[src/rtl/collision_scheduler.sv]
// Bullet-vs-formation collision scheduler: one alien per cycle, at most one kill per fsync.
// Optional score counter enabled by defining COLLISION_SCORE_EN.
module collision_scheduler #(
    parameter int unsigned COLS          = 4,
    parameter int unsigned ROWS          = 2,
    parameter int unsigned H_PITCH       = 32,
    parameter int unsigned V_PITCH       = 24,
    parameter int unsigned ALIEN_W       = 16,
    parameter int unsigned ALIEN_H       = 16,
    parameter int unsigned SCORE_PER_HIT = 10
) (
    input  logic                              pixel_clk,
    input  logic                              rst,
    input  logic                              fsync,
    input  logic                              respawn,
    input  logic                              bullet_active,
    input  logic signed [11:0]                bullet_left,
    input  logic signed [11:0]                bullet_right,
    input  logic signed [11:0]                bullet_top,
    input  logic signed [11:0]                bullet_bottom,
    input  logic signed [11:0]                formation_x,
    input  logic signed [11:0]                formation_y,
    output logic [COLS*ROWS-1:0]              alive_mask,
    output logic                              alien_hit,
    output logic [$clog2(COLS*ROWS)-1:0]      hit_idx,
    output logic                              bullet_kill,
    output logic                              busy,
    output logic                              all_dead,
    output logic [15:0]                       score
);

    localparam int unsigned N     = COLS * ROWS;
    localparam int unsigned IDX_W = $clog2(N);
    localparam int unsigned COL_W = (COLS > 1) ? $clog2(COLS) : 1;
    localparam int unsigned ROW_W = (ROWS > 1) ? $clog2(ROWS) : 1;

    typedef enum logic [1:0] {
        IDLE = 2'd0,
        SCAN = 2'd1,
        HIT  = 2'd2
    } state_t;

    state_t             state_q, state_d;
    logic [IDX_W-1:0]   idx_q, idx_d;
    logic [COL_W-1:0]   col_q, col_d;
    logic [ROW_W-1:0]   row_q, row_d;
    logic [N-1:0]       alive_d;
    logic               hit_d;
    logic [IDX_W-1:0]   hit_idx_d;
    logic               latch_en;

    logic signed [11:0] bl_l_q, bl_r_q, bl_t_q, bl_b_q, fx_q, fy_q;
    logic signed [11:0] lh_c, rh_c, tv_c, bv_c;
    logic               overlap_c;

    assign all_dead = (alive_mask == '0);

    // Box of the alien under evaluation; all arithmetic wraps at 12 bits.
    assign lh_c = fx_q + $signed(12'(col_q * H_PITCH));
    assign rh_c = lh_c + $signed(12'(ALIEN_W - 1));
    assign tv_c = fy_q + $signed(12'(row_q * V_PITCH));
    assign bv_c = tv_c + $signed(12'(ALIEN_H - 1));

    assign overlap_c = (bl_r_q >= lh_c) && (bl_l_q <= rh_c) &&
                       (bl_b_q >= tv_c) && (bl_t_q <= bv_c);

    // Next-state and registered-output decode.
    always_comb begin
        state_d   = state_q;
        idx_d     = idx_q;
        col_d     = col_q;
        row_d     = row_q;
        alive_d   = alive_mask;
        hit_d     = 1'b0;
        hit_idx_d = '0;
        latch_en  = 1'b0;

        case (state_q)
            IDLE: begin
                if (fsync && bullet_active && !all_dead) begin
                    state_d  = SCAN;
                    idx_d    = '0;
                    col_d    = '0;
                    row_d    = '0;
                    latch_en = 1'b1;
                end
            end
            SCAN: begin
                if (overlap_c && alive_mask[idx_q]) begin
                    state_d   = HIT;
                    hit_d     = 1'b1;
                    hit_idx_d = idx_q;
                end else if (idx_q == IDX_W'(N - 1)) begin
                    state_d = IDLE;
                end else begin
                    idx_d = idx_q + 1'b1;
                    if (col_q == COL_W'(COLS - 1)) begin
                        col_d = '0;
                        row_d = row_q + 1'b1;
                    end else begin
                        col_d = col_q + 1'b1;
                    end
                end
            end
            HIT: begin
                state_d          = IDLE;
                alive_d[hit_idx] = 1'b0;
            end
            default: state_d = IDLE;
        endcase

        // respawn overrides any scan result, including a hit found this cycle
        if (respawn) begin
            state_d   = IDLE;
            alive_d   = '1;
            hit_d     = 1'b0;
            hit_idx_d = '0;
            latch_en  = 1'b0;
        end
    end

    always_ff @(posedge pixel_clk) begin
        if (rst) begin
            state_q     <= IDLE;
            idx_q       <= '0;
            col_q       <= '0;
            row_q       <= '0;
            alive_mask  <= '1;
            alien_hit   <= 1'b0;
            bullet_kill <= 1'b0;
            hit_idx     <= '0;
            busy        <= 1'b0;
            bl_l_q      <= '0;
            bl_r_q      <= '0;
            bl_t_q      <= '0;
            bl_b_q      <= '0;
            fx_q        <= '0;
            fy_q        <= '0;
        end else begin
            state_q     <= state_d;
            idx_q       <= idx_d;
            col_q       <= col_d;
            row_q       <= row_d;
            alive_mask  <= alive_d;
            alien_hit   <= hit_d;
            bullet_kill <= hit_d;
            hit_idx     <= hit_idx_d;
            busy        <= (state_d != IDLE);
            if (latch_en) begin
                bl_l_q <= bullet_left;
                bl_r_q <= bullet_right;
                bl_t_q <= bullet_top;
                bl_b_q <= bullet_bottom;
                fx_q   <= formation_x;
                fy_q   <= formation_y;
            end
        end
    end

`ifdef COLLISION_SCORE_EN
    logic [16:0] score_sum_c;

    assign score_sum_c = {1'b0, score} + 17'(SCORE_PER_HIT);

    // Score advances once per kill, saturating; respawn leaves it untouched.
    always_ff @(posedge pixel_clk) begin
        if (rst) begin
            score <= '0;
        end else if (state_q == HIT && !respawn) begin
            score <= score_sum_c[16] ? 16'hFFFF : score_sum_c[15:0];
        end
    end
`else
    assign score = 16'h0000;
`endif

endmodule

[config.mk]
export PLATFORM = sky130hd
export DESIGN_NAME = collision_scheduler
export DESIGN_NICKNAME = d
export VERILOG_FILES = /design/src/rtl/collision_scheduler.sv
export SDC_FILE = /design/constraint.sdc
export NUM_CORES = 1
export LEC_CHECK = 0
export ABC_AREA = 1
export CORE_UTILIZATION = 55
export CTS_BUF_LIST = sky130_fd_sc_hd__clkbuf_16
export CTS_CLUSTER_DIAMETER = 30
export DETAILED_ROUTE_END_ITERATION = 8
export MAX_ROUTING_LAYER = met4
export PLACE_DENSITY = 0.95
export RECOVER_POWER = 25
export SYNTH_ARGS = -nofsm -noshare
export SYNTH_HDL_FRONTEND = slang
export SYNTH_SLANG_ARGS = --single-unit
[constraint.sdc]
create_clock -name pixel_clk -period 5.4 [get_ports pixel_clk]
set_input_delay 1.08 -clock pixel_clk [delete_from_list [all_inputs] [get_ports pixel_clk]]
set_output_delay 1.08 -clock pixel_clk [all_outputs]
set_load 0.01 [all_outputs]
**Sequential cells coloured by netlist name**

Other sequential cells in the stronger grey, the rest of the logic in the fainter grey.
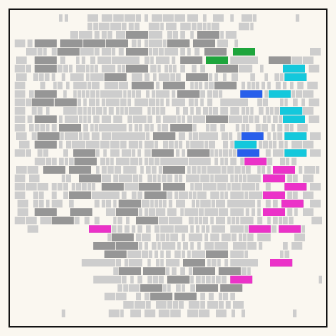
[hit_idx] blue | placed flops: 3
[state_q] green | placed flops: 2
[bl_t_q] magenta | placed flops: 12
[alive_mask] cyan | placed flops: 8
not coloured: 68

**Cell placement**

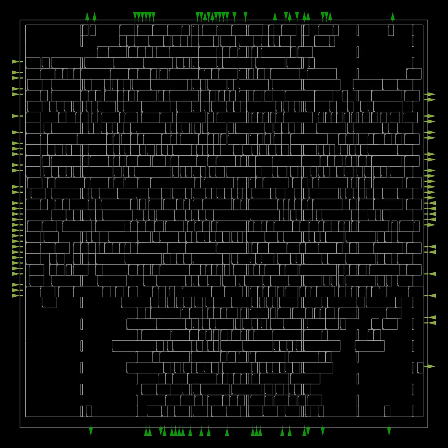
number of filler cells placed in the layout: 751
placeable core region: 9729 sq um
FFs & Latches: 93
num tapcells: 133

**I/O nets highlighted**

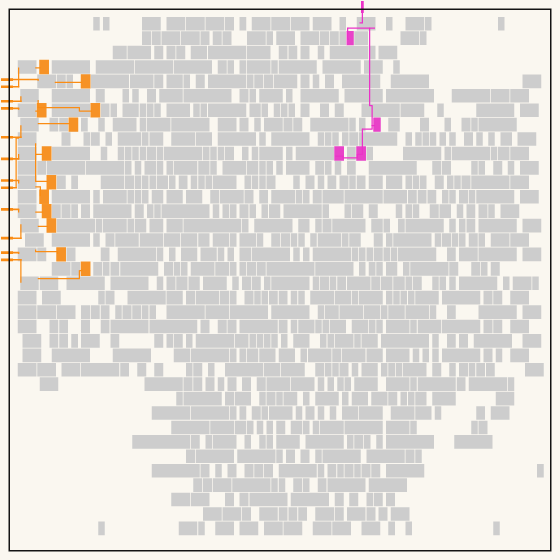
[bullet_left] orange | bits: 12 | direction: input | edge: left | end cells: 12 | buffers: 12 | wire: 101 um
[rst] magenta | bits: 1 | direction: input | edge: top | end cells: 4 | buffers: 1 | wire: 42.6 um

**Routed metal per tile**

The die is cut into 20 by 20 equal tiles; black is low, pale yellow is high, scaled to the fullest tile. Values are wire area over tile area, all layers added.
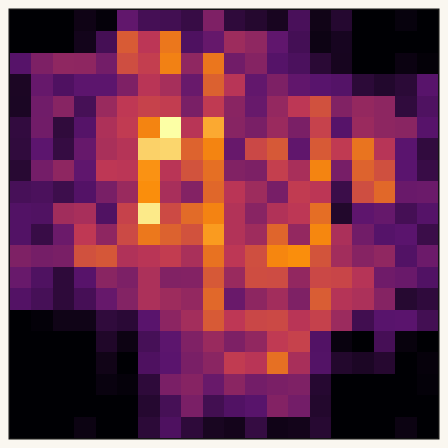
tiles over half the peak: 19%
emptiest ninth of the die: lower left
fullest tile: 0.62
nearly empty tiles: 16%
densest ninth of the die: centre
mean over tiles: 0.19
via total after detailed routing: 4920
overall fraction of global-route tracks in use: 25.07%
Routed WL: 12.05 mm
per-cell routed wire length: 12.58 um

[sequential cells by signal (all words and copies together) (netlist names)]
signal / cells
busy: 1
col_q: 2
hit_idx: 3
alive_mask: 8
fx_q: 12
bl_t_q: 12
fy_q: 12
bullet_kill: 1
idx_q: 3
bl_r_q: 12
bl_b_q: 12
row_q: 1
bl_l_q: 12
state_q: 2
[cell type report]
cell class | instances | area (sq um) | share of cell area (%)
inverter | 131 | 491.7 | 7.350
sequential | 93 | 1862 | 27.83
clock buffer | 9 | 225.2 | 3.366
timing repair buffer | 94 | 933.4 | 13.95
clock inverter | 7 | 102.6 | 1.534
tap | 133 | 166.4 | 2.487
multi-input combinational | 491 | 2909 | 43.48
[kinds of logic (layout without fill, tap and decap cells)]
group	after synthesis	after routing	share of synthesized area [%]
fa+ha+maj	59	59	13.73
flops	93	93	33.94
other cells	1	16	0.06837
buf+inv	172	241	14.05
simple gates	201	201	16.33
xor+xnor	29	29	4.631
compound gates	186	186	17.24
[worst paths after layout]
| kind | from | endpoint | cells past startpoint |
|---|---|---|---|
| setup / recovery | fsync | fx_q[4]$_SDFFE_PP0P_ | 8 |
| hold / removal | bl_l_q[6]$_SDFFE_PP0P_ | bl_l_q[6]$_SDFFE_PP0P_ | 2 |
| setup reg to reg | row_q$_SDFFE_PP0P_ | idx_q[2]$_SDFFE_PP0P_ | 25 |
| hold reg to reg | bl_l_q[6]$_SDFFE_PP0P_ | bl_l_q[6]$_SDFFE_PP0P_ | 2 |
[worst register-to-register path: stages, from the launching register on]
cell and delay [ns]:
dfxtp_1 0.36, ha_1 0.24, fa_1 0.39, nand2_1 0.11
inv_1 0.04, nor2_1 0.21, inv_1 0.11, nor3_2 0.24
nand2_1 0.12, nor4_2 0.25, xor2_1 0.12, ha_1 0.35
nand2_1 0.09, inv_2 0.07, nand2_2 0.05, nor2_2 0.12
nand2_1 0.08, nand3_1 0.06, nand2_1 0.05, nand3_1 0.06
nand2_1 0.07, nor2_2 0.14, nand3_4 0.15, nand3_1 0.11
nand2_1 0.05, a21oi_1 0.15
[power groups by stage]
stage / sequential, uW / combinational (uW) / clock, uW
6_report: 740 / 347 / 696
5_1_grt: 743 / 395 / 736
4_1_cts: 739 / 345 / 703
3_5_place_dp: 754 / 338 / 0
3_3_place_gp: 753 / 324 / 0
2_1_floorplan: 748 / 242 / 0
[cell usage in the layout, fill, tap and decap left out, drive strengths merged, types with 2 or more instances in the layout]
master / count
clkdlybuf4s50: 75
buf: 3
xnor2: 3
xor2: 26
o21ai: 88
clkbuf: 9
nand3: 24
ha: 57
a21o: 3
fa: 2
dlygate4sd3: 16
a21oi: 93
nor2: 36
nor3: 7
nand2: 112
nand4: 13
conb: 16
and2: 2
bufinv: 2
dfxtp: 93
nor4: 5
inv: 134
[metal layers]
metal / share of wire (%) / routed length (um)
met1: 45 / 5429
met2: 48 / 5736
met3: 4.2 / 510
met4: 3.1 / 376
met5: 0 / 0
[stage by stage]
stage,instance area (sq um),std cells,setup WS [ns]
final,6690,958,1.053
after global routing,6690,958,0.6610
after CTS,6693,958,1.548
after detailed placement,6365,942,1.591
after global placement,6365,942,1.879
after floorplan,5542,756,2.011
==> qor.rpt <==
========================================================================
Post-Synthesis Cell Area                                      5485 sq um
Initial detailed-routing violation count                             207
CP Cell Sequence                                            dlygate4sd3_1, nand2_1, nor3_1, nand2_1, or2_1, buf_4, o21ai_0, a21oi_1
M1 GR Usage                                                       29.90%
Post-Route Skew                                              0.006982 ns
Failing checks                                              max-capacitance violations, max-slew violations
Max-slew violation count                                              92
Int Pwr                                                          1282 uW
Final Setup Violations                                                 0
TritonCTS clock tree                                                done
Initial antenna violation count                                        0
Nets                                                                 956
Post-Route Utilization                                            68.76%
Die width                                                       101.9 um
Routing layer with the top usage in global route                    met2
Leakage power summed over all cells                          0.002937 uW
Hold violation count in the final report                               0
Total power consumption of the routed design                     1783 uW
Power share of the clock group                                     39.0%
Floorplan utilization                                             56.38%
WHS                                                            0.4523 ns
Portion of total power attributed to sequential cells              41.5%
Status                                                      complete, but fails checks
Post-CTS setup buffers                                                 0
Synth top area share                                              33.94%
Power per standard cell area                                266.5 nW/um^2
Final critical-path required period                             4.347 ns
Distinct cell type count of the synthesized netlist                   35
Required time of the critical path                               5.65 ns
Worst path max stage delay                                       1.86 ns
Max capacitance violation total                                        1
HP Class                                                    register to register
Insertion delay to the later sink of the worst-skew pair         0.35 ns
Maximum buffer depth of the clock tree                                 2
Sw Share                                                          28.11%
Peak ir drop on the vdd network                                 135.9 uV
Stage-log warning count                                               26
Number of clock sinks seen by CTS                                     93
Final weighted congestion in routability-driven placement         0.9120
Remaining max-slew budget at the tightest pin                    -71.83%
Period utilization                                                80.50%
Number of instances resized during post-cts repair                     0
Maximum fanout count along the critical path                          91
Post-synthesis cell count from yosys                                 741
Yosys stat area                                               5485 sq um
Top-Level Pins                                                       108
========================================================================
Power and IR drop assume default switching activity.
